File: src/rtl/kypd_scan.sv
// kypd_scan: 4x4 matrix keypad scanner (Pmod KYPD layout) with frame-level debouncing.
//
// Drives one keypad column low at a time, samples the shared active-low row lines at the end
// of each column dwell, and classifies every full 4-column frame as no key, exactly one key,
// or several keys. A four-state debouncer accepts a key after DEBOUNCE_SCANS matching frames
// and releases it after DEBOUNCE_SCANS non-matching frames.
//
// Ports:
//   clk        system clock
//   rst        synchronous active-high reset
//   row_n[3:0] keypad rows, active-low, asynchronous to clk
//   col_n[3:0] keypad column drive, one-hot-low
//   key_code   hex value of the last accepted key
//   key_valid  one-cycle pulse per accepted press
//   key_held   high while the accepted key remains debounced-pressed
//   data_out   24-bit hex digit shift register (only with KYPD_HEX_SHIFT_EN, else 0)
//
// Optional feature macro: KYPD_HEX_SHIFT_EN
module kypd_scan #(
    parameter int unsigned SCAN_TICKS     = 25000,
    parameter int unsigned DEBOUNCE_SCANS = 8
) (
    input  logic        clk,
    input  logic        rst,
    input  logic [3:0]  row_n,
    output logic [3:0]  col_n,
    output logic [3:0]  key_code,
    output logic        key_valid,
    output logic        key_held,
    output logic [23:0] data_out
);

    localparam int unsigned DwellW = (SCAN_TICKS > 1) ? $clog2(SCAN_TICKS) : 1;
    localparam int unsigned CntW   = $clog2(DEBOUNCE_SCANS + 1);

    typedef enum logic [1:0] {StReleased, StPressDb, StHeld, StReleaseDb} state_e;

    logic [3:0]        row_meta_q, row_sync_q;
    logic [DwellW-1:0] dwell_q, dwell_d;
    logic [1:0]        col_idx_q, col_idx_d;
    logic [3:0]        col_n_q, col_n_d;
    logic [11:0]       frame_q, frame_d;
    state_e            state_q, state_d;
    logic [3:0]        cand_q, cand_d;
    logic [CntW-1:0]   cnt_q, cnt_d;
    logic [3:0]        code_q, code_d;
    logic              held_q, held_d;
    logic              valid_q, valid_d;

    logic              tick_end, frame_done;
    logic [15:0]       frame_pressed;
    logic              is_key;
    logic [3:0]        cur_code;
    logic              cand_match, code_match;
    logic              accept, release_key;

    // Pressed-bit index is col*4+row.
    function automatic logic [3:0] key_map(input logic [3:0] idx);
        logic [3:0] code;
        case (idx)
            4'd0:  code = 4'h1;
            4'd1:  code = 4'h4;
            4'd2:  code = 4'h7;
            4'd3:  code = 4'h0;
            4'd4:  code = 4'h2;
            4'd5:  code = 4'h5;
            4'd6:  code = 4'h8;
            4'd7:  code = 4'hF;
            4'd8:  code = 4'h3;
            4'd9:  code = 4'h6;
            4'd10: code = 4'h9;
            4'd11: code = 4'hE;
            4'd12: code = 4'hA;
            4'd13: code = 4'hB;
            4'd14: code = 4'hC;
            default: code = 4'hD;
        endcase
        return code;
    endfunction

    // Scan timing and per-column row capture.
    always_comb begin
        tick_end  = (dwell_q == DwellW'(SCAN_TICKS - 1));
        dwell_d   = tick_end ? '0 : dwell_q + DwellW'(1);
        col_idx_d = col_idx_q;
        col_n_d   = col_n_q;
        frame_d   = frame_q;
        if (tick_end) begin
            col_idx_d = col_idx_q + 2'd1;
            col_n_d   = {col_n_q[2:0], col_n_q[3]};
            case (col_idx_q)
                2'd0:    frame_d[3:0]  = ~row_sync_q;
                2'd1:    frame_d[7:4]  = ~row_sync_q;
                2'd2:    frame_d[11:8] = ~row_sync_q;
                default: frame_d       = frame_q;
            endcase
        end
    end

    // Column 3 is folded in directly from the synchronizer so the frame result is registered
    // on the same edge that captures the last column.
    always_comb begin
        frame_done    = tick_end && (col_idx_q == 2'd3);
        frame_pressed = {~row_sync_q, frame_q};
        is_key        = $onehot(frame_pressed);
        cur_code      = 4'h0;
        for (int i = 0; i < 16; i++) begin
            if (frame_pressed[i]) begin
                cur_code = key_map(4'(i));
            end
        end
        cand_match = is_key && (cur_code == cand_q);
        code_match = is_key && (cur_code == code_q);
    end

    // State register.
    always_ff @(posedge clk) begin
        if (rst) begin
            row_meta_q <= 4'b1111;
            row_sync_q <= 4'b1111;
            dwell_q    <= '0;
            col_idx_q  <= 2'd0;
            col_n_q    <= 4'b1110;
            frame_q    <= '0;
            state_q    <= StReleased;
            cand_q     <= 4'h0;
            cnt_q      <= '0;
            code_q     <= 4'h0;
            held_q     <= 1'b0;
            valid_q    <= 1'b0;
        end else begin
            row_meta_q <= row_n;
            row_sync_q <= row_meta_q;
            dwell_q    <= dwell_d;
            col_idx_q  <= col_idx_d;
            col_n_q    <= col_n_d;
            frame_q    <= frame_d;
            state_q    <= state_d;
            cand_q     <= cand_d;
            cnt_q      <= cnt_d;
            code_q     <= code_d;
            held_q     <= held_d;
            valid_q    <= valid_d;
        end
    end

    // Debounce next state, advanced once per frame.
    always_comb begin
        state_d     = state_q;
        cand_d      = cand_q;
        cnt_d       = cnt_q;
        code_d      = code_q;
        held_d      = held_q;
        valid_d     = 1'b0;
        accept      = 1'b0;
        release_key = 1'b0;
        if (frame_done) begin
            unique case (state_q)
                StReleased: begin
                    if (is_key) begin
                        cand_d = cur_code;
                        cnt_d  = CntW'(1);
                        if (DEBOUNCE_SCANS == 1) accept = 1'b1;
                        else state_d = StPressDb;
                    end
                end
                StPressDb: begin
                    if (cand_match) begin
                        cnt_d = cnt_q + CntW'(1);
                        if (cnt_d == CntW'(DEBOUNCE_SCANS)) accept = 1'b1;
                    end else if (is_key) begin
                        cand_d = cur_code;
                        cnt_d  = CntW'(1);
                    end else begin
                        state_d = StReleased;
                        cnt_d   = '0;
                    end
                end
                StHeld: begin
                    if (code_match) begin
                        cnt_d = '0;
                    end else begin
                        cnt_d = CntW'(1);
                        if (DEBOUNCE_SCANS == 1) release_key = 1'b1;
                        else state_d = StReleaseDb;
                    end
                end
                StReleaseDb: begin
                    if (code_match) begin
                        state_d = StHeld;
                        cnt_d   = '0;
                    end else begin
                        cnt_d = cnt_q + CntW'(1);
                        if (cnt_d == CntW'(DEBOUNCE_SCANS)) release_key = 1'b1;
                    end
                end
                default: state_d = StReleased;
            endcase
            if (accept) begin
                code_d  = cand_d;
                valid_d = 1'b1;
                held_d  = 1'b1;
                state_d = StHeld;
                cnt_d   = '0;
            end
            if (release_key) begin
                held_d  = 1'b0;
                state_d = StReleased;
                cnt_d   = '0;
            end
        end
    end

    // Outputs.
    always_comb begin
        col_n     = col_n_q;
        key_code  = code_q;
        key_valid = valid_q;
        key_held  = held_q;
    end

`ifdef KYPD_HEX_SHIFT_EN
    logic [23:0] data_q, data_d;

    // Key E acts as a clear for the display word.
    always_comb begin
        data_d = data_q;
        if (accept) begin
            data_d = (cand_d == 4'hE) ? 24'h0 : {data_q[19:0], cand_d};
        end
    end

    always_ff @(posedge clk) begin
        if (rst) data_q <= 24'h0;
        else     data_q <= data_d;
    end

    assign data_out = data_q;
`else
    assign data_out = 24'h0;
`endif

endmodule

File: config.mk
export PLATFORM = sky130hd
export DESIGN_NAME = kypd_scan
export DESIGN_NICKNAME = d
export VERILOG_FILES = /design/src/rtl/kypd_scan.sv
export SDC_FILE = /design/constraint.sdc
export NUM_CORES = 1
export LEC_CHECK = 0
export CORE_UTILIZATION = 55
export DETAILED_ROUTE_END_ITERATION = 7
export MAX_ROUTING_LAYER = met4
export PLACE_DENSITY = 0.78
export REMOVE_ABC_BUFFERS = 1
export SKIP_CTS_REPAIR_TIMING = 1
export SLEW_MARGIN = 20
export SYNTH_ARGS = -nofsm -noshare
export SYNTH_HDL_FRONTEND = slang
export SYNTH_SLANG_ARGS = --single-unit
File: constraint.sdc
create_clock -name clk -period 12.68 [get_ports clk]
set_input_delay 1.902 -clock clk [delete_from_list [all_inputs] [get_ports clk]]
set_output_delay 1.902 -clock clk [all_outputs]
set_load 0.03 [all_outputs]
Routing congestion:
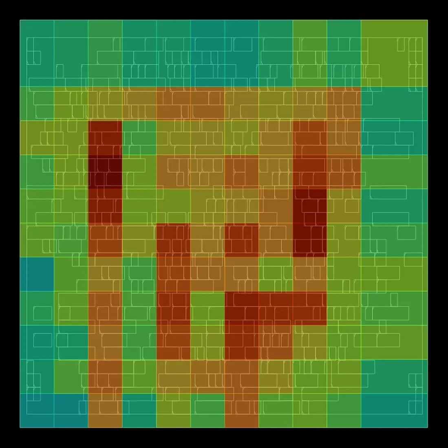
most used routing layer in global routing: met2
met1 GRT Util: 0.3013
grt met3 use: 0.06593

==> results.txt <==
run metrics: Met2 Wirelength 3461 microns, Yosys top cell by area dfxtp_1, Commonest cells post-synth dfxtp_1, nor2_1, inv_1, nand2_1, buf_4, Signal inverters 33, R2R cell count 16, number of max-cap violations 0, Slew Viols, Final 0, I/O pin cnt 40, adder-cell area share of the yosys netlist 0.09838, Max power group registers, Yosys top cell by instances dfxtp_1, crit path cell chain inv_1 -> fa_1 -> inv_1 -> fa_1 -> fa_1 -> inv_1 -> fa_1 -> inv_1 -> ha_1 -> fa_1 -> nor4b_1 -> nor2b_1 -> nand2_1 -> a2111oi_2 -> o2111ai_1 -> a21oi_1, final antenna-violating net count 0, Leakage 1.550 nW, aoi share 0.2059, Comb. pwr 0.0000397 W, Final WS setup 7483 ps, Synth logic family simple AND/OR/NAND/NOR gates, Synth top area share 0.3204, Hold Path Depth 1, Final Cycle Share 0.4099, fin area 3860 sq um, Antenna Cells 0, Crit path top cell by count fa_1, reg2reg setup slack 7480 ps, floorplan core density 0.5842, reg2reg start frame_q[11], final WL 7390 microns, xor+xnor area frac 0.03935, CTS H-tree lvls 3, fill count 536, CLK BUF 10, RSZ-0062 raised after global routing false, Post-Synthesis Cells 419, flop count 57, die span in y 82.47 microns, Late-Pin Clk Latency 340 ps, combinational share of power 0.102, post-synthesis cell area 3561 sq um, yosys simple share 0.2323, Top Family by Delay on Critical Path adder cells, async set or reset register ratio after synthesis 0, Int Pwr 0.0002878 W, switching power 0.0001019 W, Congestion Overflow GR 0, Clk network pwr share 0.427, layout overhead on the synthesized area 8.398%, CP endpoint kind flop, Syn Area/Cell 8.499 sq um, CP required 12940 ps, Final setup violation count 0, Setup crit start kind flop, TritonCTS Buffers 9, Final Skew 6.962 ps, largest net degree at the start of global routing 44, Synth Flop Type dfxtp_1, Inst Count DP 495, most common logic cell in the routed design dfxtp_1, Tapcells 75, slowest stage delay, CP 630 ps, Multi-input comb cells 313, yosys stat cell total 419, DR vias 2984, logic share of the area 0.5546, Core Area 6096 sq um, PortBufs 15, Hold Vio Cnt, Final 0, Seq pwr share 0.471, Slew @ Worst Pin 686.9 ps, Hold EP row_sync_q[1], top cells, area dfxtp_1, fa_1, buf_4, nor2_1, ha_1, Setup TNS 0 ps, Sw Ratio 0.2616, Achievable Freq 0.1924 GHz, critical path buffer and inverter count 4, non-filler cells, final 511, Nets 459, top sig layer met4, Clock Power 0.000167 W, die area 6800 sq um, status finished clean, Signal buffers 17, Area-dominant class logic gates, final-layout non-clock buffer area share 0.04279, Post-DP Area 3665 sq um, logic area 2141 sq um, tool warning count 29, fraction of area in clock buffers and inverters 0.05057, Die X-Extent 82.47 microns, Longest Clk Path Bufs 2
Sequential cells grouped by signal name:
Bar = 20 microns. Other sequential cells in the stronger grey, the rest of the logic in the fainter grey.
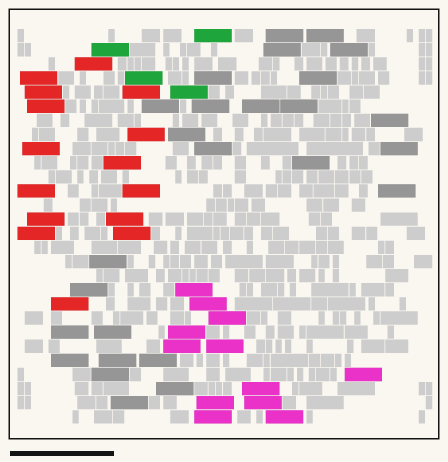
- green: col_n (placed flops 4)
- magenta: frame_q (placed flops 12; where bottom centre)
- red: dwell_q (placed flops 15)
- not coloured: 26
P_seq: 0.000184 W
register area: 1141 sq um
Final Util: 0.6332
flop share of the area: 0.2956

-- state kept, by name, indices dropped and copies added (netlist names) --
signal	cells
state_q	2
key_held	1
cnt_q	4
cand_q	4
dwell_q	15
frame_q	12
row_sync_q	4
row_meta_q	4
col_n	4
key_code	4
key_valid	1
col_idx_q	2
-- worst max path at each step --
stage	cells past startpoint	from	to	slack [ps]
floorplan	16	frame_q[11]	key_code[0]	7440
global placement	17	frame_q[11]	key_code[0]	7570
detailed placement	17	frame_q[11]	key_code[3]	7520
CTS	17	frame_q[11]	key_code[3]	7490
global route	17	frame_q[11]	key_code[3]	7100
finish	16	frame_q[11]	cnt_q[1]	7480
-- layer usage --
layer	vias to the layer above	global-route usage
met1	1409	0.3013
met4	0	0.1018
met5	-	-
li1	1463	-
met3	16	0.06593
met2	96	0.3967
Power and IR drop assume default switching activity.
